--- src/rtl/mips_datapath_pc_register.sv ---
// Program-counter register and next-PC unit: holds the fetch PC, applies EX
// redirects (branch/jump/register), drives the fetch handshake and traps on misaligned targets.
module mips_datapath_pc_register #(
  parameter logic [31:0] RESET_VECTOR = 32'h0040_0000,
  parameter int          COUNT_WIDTH  = 16
) (
  input  logic                   clock,
  input  logic                   reset_n,
  input  logic                   redirect_valid,
  input  logic [1:0]             action,
  input  logic [31:0]            link_pc,
  input  logic [15:0]            branch_offset,
  input  logic [25:0]            jump_index,
  input  logic [31:0]            register_target,
  input  logic                   stall,
  input  logic                   fetch_ready,
  output logic                   fetch_valid,
  output logic [31:0]            fetch_addr,
  output logic                   flush,
  output logic                   fault,
  output logic [31:0]            fault_addr,
  output logic [COUNT_WIDTH-1:0] redirect_count
);

  localparam logic [1:0] ACT_INC      = 2'd0;
  localparam logic [1:0] ACT_BRANCH   = 2'd1;
  localparam logic [1:0] ACT_JUMP     = 2'd2;
  localparam logic [1:0] ACT_REGISTER = 2'd3;

  typedef enum logic [1:0] {
    BOOT  = 2'd0,
    RUN   = 2'd1,
    FAULT = 2'd2
  } state_t;

  function automatic logic [COUNT_WIDTH-1:0] sat_inc(input logic [COUNT_WIDTH-1:0] c);
    if (&c) sat_inc = c;
    else    sat_inc = c + 1'b1;
  endfunction

  state_t                 state_p0, state_nxt;
  logic [31:0]            pc_p0, pc_nxt;
  logic                   flush_p0, flush_nxt;
  logic                   fault_p0, fault_nxt;
  logic [31:0]            fault_addr_p0, fault_addr_nxt;
  logic [COUNT_WIDTH-1:0] count_p0, count_nxt;

  logic signed [31:0] branch_disp;
  logic [31:0]        target;
  logic               taken;
  logic               accept;

  // Target selection; branch displacement is the sign-extended word offset.
  always_comb begin
    branch_disp = {{14{branch_offset[15]}}, branch_offset, 2'b00};
    target      = register_target;
    unique case (action)
      ACT_BRANCH:   target = link_pc + $unsigned(branch_disp);
      ACT_JUMP:     target = {link_pc[31:28], jump_index, 2'b00};
      ACT_REGISTER: target = register_target;
      default:      target = link_pc;
    endcase
  end

  assign fetch_valid = (state_p0 == RUN) && !stall;
  assign accept      = fetch_valid && fetch_ready;
  assign taken       = (state_p0 == RUN) && redirect_valid && (action != ACT_INC);

  // Next-state: a taken redirect outranks stall and fetch acceptance.
  always_comb begin
    state_nxt      = state_p0;
    pc_nxt         = pc_p0;
    flush_nxt      = 1'b0;
    fault_nxt      = fault_p0;
    fault_addr_nxt = fault_addr_p0;
    count_nxt      = count_p0;
    unique case (state_p0)
      BOOT: state_nxt = RUN;
      RUN: begin
        if (taken) begin
          flush_nxt = 1'b1;
          if (target[1:0] != 2'b00) begin
            state_nxt      = FAULT;
            fault_nxt      = 1'b1;
            fault_addr_nxt = target;
          end else begin
            pc_nxt    = target;
            count_nxt = sat_inc(count_p0);
          end
        end else if (accept) begin
          pc_nxt = pc_p0 + 32'd4;
        end
      end
      default: state_nxt = FAULT;
    endcase
  end

  // Single register stage holding all architectural PC state.
  always_ff @(posedge clock or negedge reset_n) begin
    if (!reset_n) begin
      state_p0      <= BOOT;
      pc_p0         <= RESET_VECTOR;
      flush_p0      <= 1'b0;
      fault_p0      <= 1'b0;
      fault_addr_p0 <= 32'd0;
      count_p0      <= '0;
    end else begin
      state_p0      <= state_nxt;
      pc_p0         <= pc_nxt;
      flush_p0      <= flush_nxt;
      fault_p0      <= fault_nxt;
      fault_addr_p0 <= fault_addr_nxt;
      count_p0      <= count_nxt;
    end
  end

  assign fetch_addr     = pc_p0;
  assign flush          = flush_p0;
  assign fault          = fault_p0;
  assign fault_addr     = fault_addr_p0;
  assign redirect_count = count_p0;

endmodule

--- config.mk ---
export PLATFORM = sky130hd
export DESIGN_NAME = mips_datapath_pc_register
export DESIGN_NICKNAME = d
export VERILOG_FILES = /design/src/rtl/mips_datapath_pc_register.sv
export SDC_FILE = /design/constraint.sdc
export NUM_CORES = 1
export LEC_CHECK = 0
export CAP_MARGIN = 10
export CORE_AREA = 2 2 114 116
export DETAILED_ROUTE_END_ITERATION = 8
export DIE_AREA = 0 0 116 118
export PLACE_DENSITY = 0.95
export SETUP_SLACK_MARGIN = 0.3
export SKIP_LAST_GASP = 1
export SYNTH_ARGS = -nofsm -noshare
export SYNTH_HDL_FRONTEND = slang
export SYNTH_SLANG_ARGS = --single-unit
--- constraint.sdc ---
create_clock -name clock -period 6.42 [get_ports clock]
set_clock_uncertainty 0.05 [all_clocks]
set_input_delay 1.284 -clock clock [delete_from_list [all_inputs] [get_ports clock]]
set_output_delay 1.284 -clock clock [all_outputs]
set_load 0.02 [all_outputs]
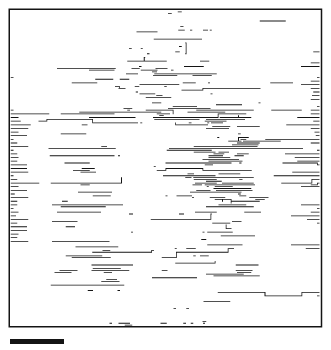
Run 1: metal 3
The bar under the picture is 20 um long.
The layer holds 9.8% of the routed length. 209 nets have wire on it. The wires run mostly horizontal. The layer carries 2150 um of wire. The longest straight run is 49.7 um.
grt met3 use: 0.0602
drt total wl: 21800 um

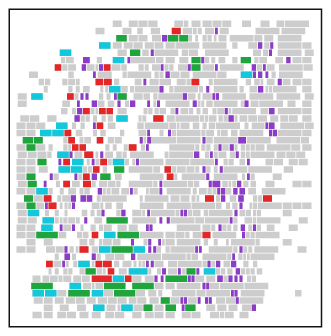
Run 1: gate families picked out
multiplexers: marked green, cells 34. AND-OR and OR-AND gates: marked red, cells 40. adder and majority cells: marked cyan, cells 32. NAND gates: marked purple, cells 159.
Post-Layout Cell Count: 1113
Comb/total area: 0.468

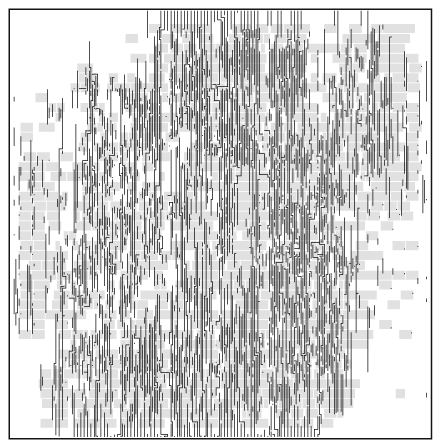
Run 1: M2 wires
The layer holds 46% of the routed length. The wires run mostly vertical. The layer carries 10000 um of wire. The longest straight run is 37.1 um.
Global Route met2 Usage: 0.480
via count: 7002

==> GITHUB_STEP_SUMMARY, run 1 <==
### Metrics collected by this job

| Metric | Value |
|---|---|
| CTS root buf | `clkbuf_16` |
| Final core occ | `0.704` |
| Placeable Area | `12400 um^2` |
| Number of global-route vias before repair | `about 6.7k` |
| Total Nets Final | `about 1.1k` |
| Minimum hold slack | `around 0.43 ns` |
| CP Capture Type | `register` |
| Most numerous logic cell after layout | `clkdlybuf4s50_1` |
| Cell Pwr Density | `318 nW/um^2` |
| Most frequent cell on the critical path | `a21o_1` |
| DRT iter0 DRCs | `around 770` |
| First-pass GRT wire length | `34700 um` |
| RSZ-0062 raised after global routing | `false` |
| Hold Vio Cnt, Final | `0` |
| CTS resizes | `0` |
| Clock buffer count from CTS | `9` |
| Slowest stage delay, CP | `~0.82 ns` |
| Syn Area/Cell | `between 8 and 9 um^2` |
| Synth Net Count | `908` |
| Tool warning count | `26` |
| Hold Buf Count CTS | `0` |
| Area grow syn2layout | `36.5%` |
| Share of layout cells above drive strength 1 | `0.0659` |
| Gr usage total | `0.321` |
| Critical R2R Launch | `state_p0[1]` |
| First-pass DRT Iterations | `6` |
| Startpoint of the worst hold path | `fault` |
| Final Wtd Congestion | `0.957` |
| Chip area | `roughly 14000 um^2` |
| Port buffer count | `between 150 and 200` |
| Final setup viols | `0` |
| Met3 wire len | `around 2100 um` |
| Main synth FF type | `dfrtp_1` |
| Die Wd | `116 um` |
| Critical Path AT | `around 4.5 ns` |
| Tmin final | `between 4 and 5 ns` |
| Hold depth | `1` |
| Antenna violations before repair | `0` |
| Most frequent cells in the layout | `clkdlybuf4s50_1 (192), nand2_1 (108), dfrtp_1 (83)` |
| R2R setup slack | `roughly 3.1 ns` |
| Flops after synth | `approximately 84` |
| Clk Latency, worst-skew pair | `0.35 ns` |
| M1 wire length | `between 8000 and 9000 um` |
| Fin crit share | `0.676` |
| FF-to-FF End | `redirect_count[13]` |
| Fin area | `between 8000 and 9000 um^2` |
| CTS H-Tree Depth | `3` |
| Post-DRT Antenna Nets | `0` |
| N_diodes | `0` |
| Fillers | `roughly 930` |
| Worst Reg-to-Reg Cells | `9` |
| I/O pin cnt | `196` |
| Chip height | `118 um` |
| CTS Buffer Depth | `2` |
| WL/cell | `just under 20 um` |
| Clock sink count | `between 80 and 90` |
| Worst slew pin tran | `1.03 ns` |
| Met2 WL | `approximately 10000 um` |
| Yosys synthesis chip area | `between 6000 and 7000 um^2` |
| Seq share, synth | `0.329` |
| Synth Cell Area | `approximately 6400 um^2` |
| Max-Cap Viols | `0` |
| Worst setup SP type | `input port` |
| Post-CTS Setup Bufs | `0` |
| Via/cell ratio | `~6.3` |
| Final HPWL DP | `approximately 16000 um` |
| Post-Place Cell Area | `about 8500 um^2` |
| Outcome | `complete, no violations` |
| VDD IR max | `around 0.14 mV` |
| Hold Path Sink | `fault` |
| Setup TNS | `0 ns` |
| Row cnt | `approximately 41` |
| FMAX | `approximately 0.23 GHz` |
| Top layer in use | `met4` |
| Drt drc | `0` |
| Synth warnings | `0` |
| Cell count after synthesis | `763` |
| Total gr overflow | `0` |
| Slowest stage cell, crit path | `clkdlybuf4s50_1` |
| Pwr Total | `roughly 2.8 mW` |
| Fp util | `0.516` |
| Leakage | `about 3.6 nW` |
| Async set or reset register ratio after synthesis | `1.00` |
| Relative slew slack | `0.311` |
| Worst Setup Path Type | `input port to register` |
| Clock-pin slew on the worst setup and hold paths | `0.06 ns` |
| Hold Path Class | `register to register` |
| CP Cell Sequence | `clkdlybuf4s50_1, ha_1, a21o_1, a21o_1, a21oi_1, o21a_1, o31a_1, o21ai_0, or4_1, nand4_1, o2111ai_1` |
| WP data required | `approximately 6.6 ns` |
| Critical Path Fanout Max | `20` |
| Largest net degree at the start of global routing | `around 85` |
| Count of library flops with an enable pin | `0` |
| Cell variety after synth | `74` |
| Final slew viol count | `0` |
| Yosys cell count | `between 700 and 800` |
| CTS tree | `done` |
[run 1: through the flow]
step	instances	setup WS (ns)
final	1113	2.08
after global routing	1113	1.77
after CTS	1113	2.11
after detailed placement	1098	1.76
after global placement	1098	1.85
after floorplan	763	2.70
[run 1: how the worst max path moves through the flow]
stage                       from        endpoint  slack (ns)  cells past startpoint
6_report       branch_offset[15]  fetch_addr[30]        2.08                     11
5_1_grt        branch_offset[15]  fetch_addr[28]        1.77                     11
3_5_place_dp   branch_offset[15]  fetch_addr[31]        1.76                     11
4_1_cts        branch_offset[15]  fetch_addr[31]        2.11                     11
2_1_floorplan         link_pc[6]  fetch_addr[29]        2.70                     10
3_3_place_gp   branch_offset[15]  fetch_addr[31]        1.85                     11
[run 1: report_power, final]
part,internal [mW],switching [mW],leakage (nW)
sequential,0.734,0.224,1.04
combinational,0.628,0.710,2.42
clock,0.270,0.209,0.131
total,1.63,1.14,3.59
[run 1: critical path: cells and delay by family]
| kind | cells | cell delay [ns] |
|---|---|---|
| adder cells (fa/ha/maj) | 1 | 0.60 |
| AND-OR/OR-AND | 7 | 1.14 |
| buffers and inverters | 1 | 0.82 |
| AND/OR/NAND/NOR | 2 | 0.63 |
[run 1: cell usage after synthesis (12+ instances only)]
cell	count	area [um^2]
ha_1	31	388
xor2_1	12	105
nand4_1	16	100
inv_1	18	67.6
a21oi_1	78	390
mux2i_1	14	140
a21o_1	14	105
nand3_1	29	145
nor2_1	41	154
dfrtp_1	83	2080
xnor2_1	23	201
nor3_1	20	100
o21ai_0	70	350
nand2_1	108	405
clkbuf_1	31	116
[run 1: logic make-up (layout without fill, tap and decap cells)]
| family | Yosys count | count (layout) | share of synthesized area |
|---|---|---|---|
| adder cells (fa/ha/maj) | 32 | 32 | 0.0637 |
| AND/OR/NAND/NOR | 272 | 272 | 0.204 |
| multiplexers | 34 | 34 | 0.0747 |
| buffers and inverters | 58 | 236 | 0.0346 |
| XOR/XNOR | 35 | 35 | 0.0479 |
| AND-OR/OR-AND | 248 | 248 | 0.247 |
| flip-flops | 84 | 84 | 0.329 |
[run 1: layer usage]
metal  vias up  track usage
li1       3186            -
met1      3286        0.445
met2       454        0.480
met3        76       0.0602
met4         0        0.156
met5         -            0
[run 1: flip-flops by register name, summed over array words and instances (netlist names)]
register / flops
flush: 1
state_p0: 2
redirect_count: 16
fault: 1
fault_addr: 32
fetch_addr: 32
[run 1: cell type report]
cell class	count	area, um^2	area share
clock buffers	11	243	0.0278
clock inverters	4	26.3	0.00301
well taps	172	215	0.0246
flip-flops and latches	84	2100	0.241
inverters	19	71.3	0.00816
repair buffers	202	1990	0.228
multi-input cells	621	4090	0.468
Run 1, register map, names as in the netlist:
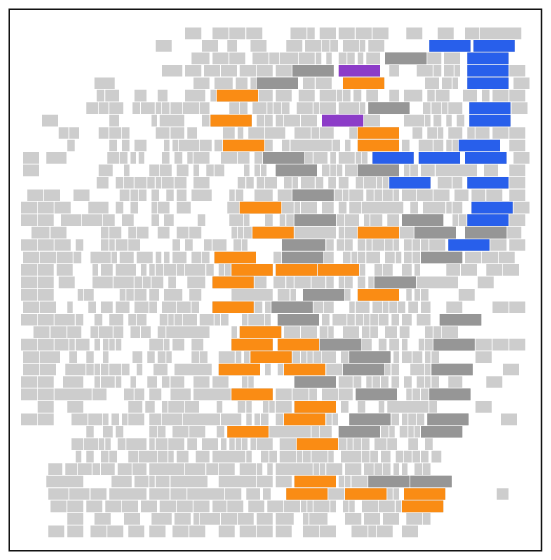

==> run 2: changes to the inputs <==
--- a/config.mk
+++ b/config.mk
@@ -6,10 +6,10 @@
 export NUM_CORES = 1
 export LEC_CHECK = 0
 export CAP_MARGIN = 10
-export CORE_AREA = 2 2 114 116
+export CORE_AREA = 2 2 119 121
 export DETAILED_ROUTE_END_ITERATION = 8
-export DIE_AREA = 0 0 116 118
-export PLACE_DENSITY = 0.95
+export DIE_AREA = 0 0 121 123
+export PLACE_DENSITY = 0.9
 export SETUP_SLACK_MARGIN = 0.3
 export SKIP_LAST_GASP = 1
 export SYNTH_ARGS = -nofsm -noshare
==> constraint.sdc (replaced) <==
create_clock -name clock -period 4.11 [get_ports clock]
set_clock_uncertainty 0.05 [all_clocks]
set_input_delay 0.822 -clock clock [delete_from_list [all_inputs] [get_ports clock]]
set_output_delay 0.822 -clock clock [all_outputs]
set_load 0.02 [all_outputs]
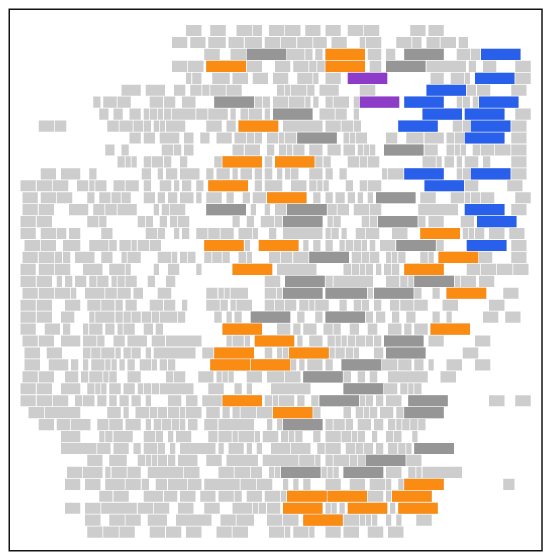
Run 2: register map, names as in the netlist
redirect_count: marked blue, placed flops 16, where top right. fault_addr: marked orange, placed flops 32. state_p0: marked purple, placed flops 2.
Another 34 sequential cells are not coloured.
final core occ: 0.652
sequential share of cell area: 0.237
sequential power: 1.48 mW
Seq. cell area: 2100 um^2

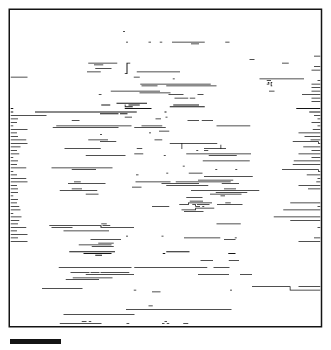
Run 2: metal 3
The bar under the picture is 20 um long.
The layer holds 7.9% of the routed length. The layer carries 1680 um of wire. The longest straight run is 40.7 um. 186 nets have wire on it.
via count: 6898
grt met3 use: 0.0447

==> GITHUB_STEP_SUMMARY, run 2 <==
### Metrics collected by this job

| Metric | Value |
|---|---|
| Post-Layout Cell Count | `1137` |
| Async set or reset register ratio after synthesis | `1.00` |
| Most frequent cells in the layout | `clkdlybuf4s50_1 (192), nand2_1 (108), dfrtp_1 (83)` |
| Clock buffer count from CTS | `9` |
| Number of global-route vias before repair | `6579` |
| Clock sink count | `84` |
| N_diodes | `0` |
| Synth warnings | `0` |
| Antenna violations before repair | `0` |
| Yosys cell count | `between 700 and 800` |
| Fin crit share | `0.872` |
| Max-Cap Viols | `0` |
| Yosys synthesis chip area | `around 6400 um^2` |
| Post-route worst setup slack | `0.525 ns` |
| Total gr overflow | `0` |
| Flops after synth | `approximately 84` |
| Setup TNS | `0 ns` |
| Count of library flops with an enable pin | `0` |
| Top cells by area | `dfrtp_1 (32%), nand2_1 (6.3%), a21oi_1 (6.1%)` |
| Hold Buf Count CTS | `0` |
| Slowest stage cell, crit path | `o41a_4` |
| Cell count after synthesis | `about 760` |
| Share of layout cells above drive strength 1 | `0.0825` |
| Final slew viol count | `0` |
| CTS resizes | `0` |
| Top cells by count | `nand2_1 (108), dfrtp_1 (83), a21oi_1 (78), o21ai_0 (70), nor2_1 (41)` |
| Drt drc | `0` |
| CTS tree | `done` |
| Outcome | `complete, no violations` |
| CTS root buf | `clkbuf_16` |
| Die Wd | `about 120 um` |
| Placeable Area | `~14000 um^2` |
| CP Capture Type | `register` |
| Main synth FF type | `dfrtp_1` |
| Synth Net Count | `about 910` |
| Critical Path AT | `about 3.8 ns` |
| Tool warning count | `26` |
| Most numerous logic cell after layout | `clkdlybuf4s50_1` |
| Cell type with the largest total area | `dfrtp_1` |
| Largest net degree at the start of global routing | `around 85` |
| Worst setup SP type | `input port` |
| WL/cell | `around 19 um` |
| Dpl cells | `1121` |
| DRT iter0 DRCs | `a little under 700` |
| Syn Area/Cell | `~8.4 um^2` |
| CTS H-Tree Depth | `3` |
| Gr usage total | `0.285` |
| Most numerous cell in the Yosys netlist | `nand2_1` |
| Final setup viols | `0` |
| CTS Buffer Depth | `2` |
| Crit path buffers/inverters | `2` |
| Fillers | `1100` |
| WP data required | `4.28 ns` |
| Via/cell ratio | `6.07` |
| Total Nets Final | `about 1.1k` |
| Fin area | `between 8000 and 9000 um^2` |
| First-pass DRT Iterations | `6` |
| Relative slew slack | `0.291` |
| Post-Place Cell Area | `between 8000 and 9000 um^2` |
| I/O pin cnt | `just under 200` |
-- run 2: layout make-up --
type | instances | area share
Multi-Input combinational cell | 621 | 0.460
Timing Repair Buffer | 217 | 0.237
Clock inverter | 7 | 0.00663
Tap cell | 180 | 0.0254
Clock buffer | 9 | 0.0254
Inverter | 19 | 0.00804
Sequential cell | 84 | 0.237
-- run 2: cells by family after synthesis --
kind of cell	after synthesis	synth area share
simple gates	272	0.204
compound gates	248	0.247
fa+ha+maj	32	0.0637
buf+inv	58	0.0346
flops	84	0.329
mux	34	0.0747
xor+xnor	35	0.0479
-- run 2: final timing paths --
| check | start | end | slack, ns | cells after the start |
|---|---|---|---|---|
| min in group asynchronous | reset_n | fault_addr[8] | 0.63 | 1 |
| setup / recovery | link_pc[10] | fetch_addr[25] | 0.53 | 12 |
| setup reg to reg | state_p0[1] | fetch_addr[17] | 1.21 | 9 |
| max in group asynchronous | reset_n | fetch_addr[0] | 2.72 | 1 |
| hold reg to reg | fault_addr[14] | fault_addr[14] | 0.43 | 2 |
| hold / removal | fault_addr[14] | fault_addr[14] | 0.43 | 2 |
-- run 2: worst register-to-register path: cells and delay by family, from the launching register on --
family,cells,cell delay (ns)
buffers and inverters,1,0.43
AOI/OAI and AO/OA,3,0.76
DFF,1,0.37
and+or+nand+nor,5,1.22
-- run 2: where the power goes --
part | internal (mW) | total [mW] | switching, mW | leakage (nW)
clock | 0.419 | 0.776 | 0.357 | 0.138
combinational | 0.994 | 2.10 | 1.10 | 2.49
sequential | 1.15 | 1.48 | 0.336 | 1.04
total | 2.56 | 4.35 | 1.79 | 3.67
-- run 2: per-layer routing --
layer | up-vias | global-route usage | share of wire
li1 | 3222 | - | -
met1 | 3253 | 0.377 | 0.42
met2 | 358 | 0.460 | 0.47
met3 | 65 | 0.0447 | 0.079
met4 | 0 | 0.131 | 0.037
met5 | - | 0 | 0
Power and IR drop assume default switching activity.
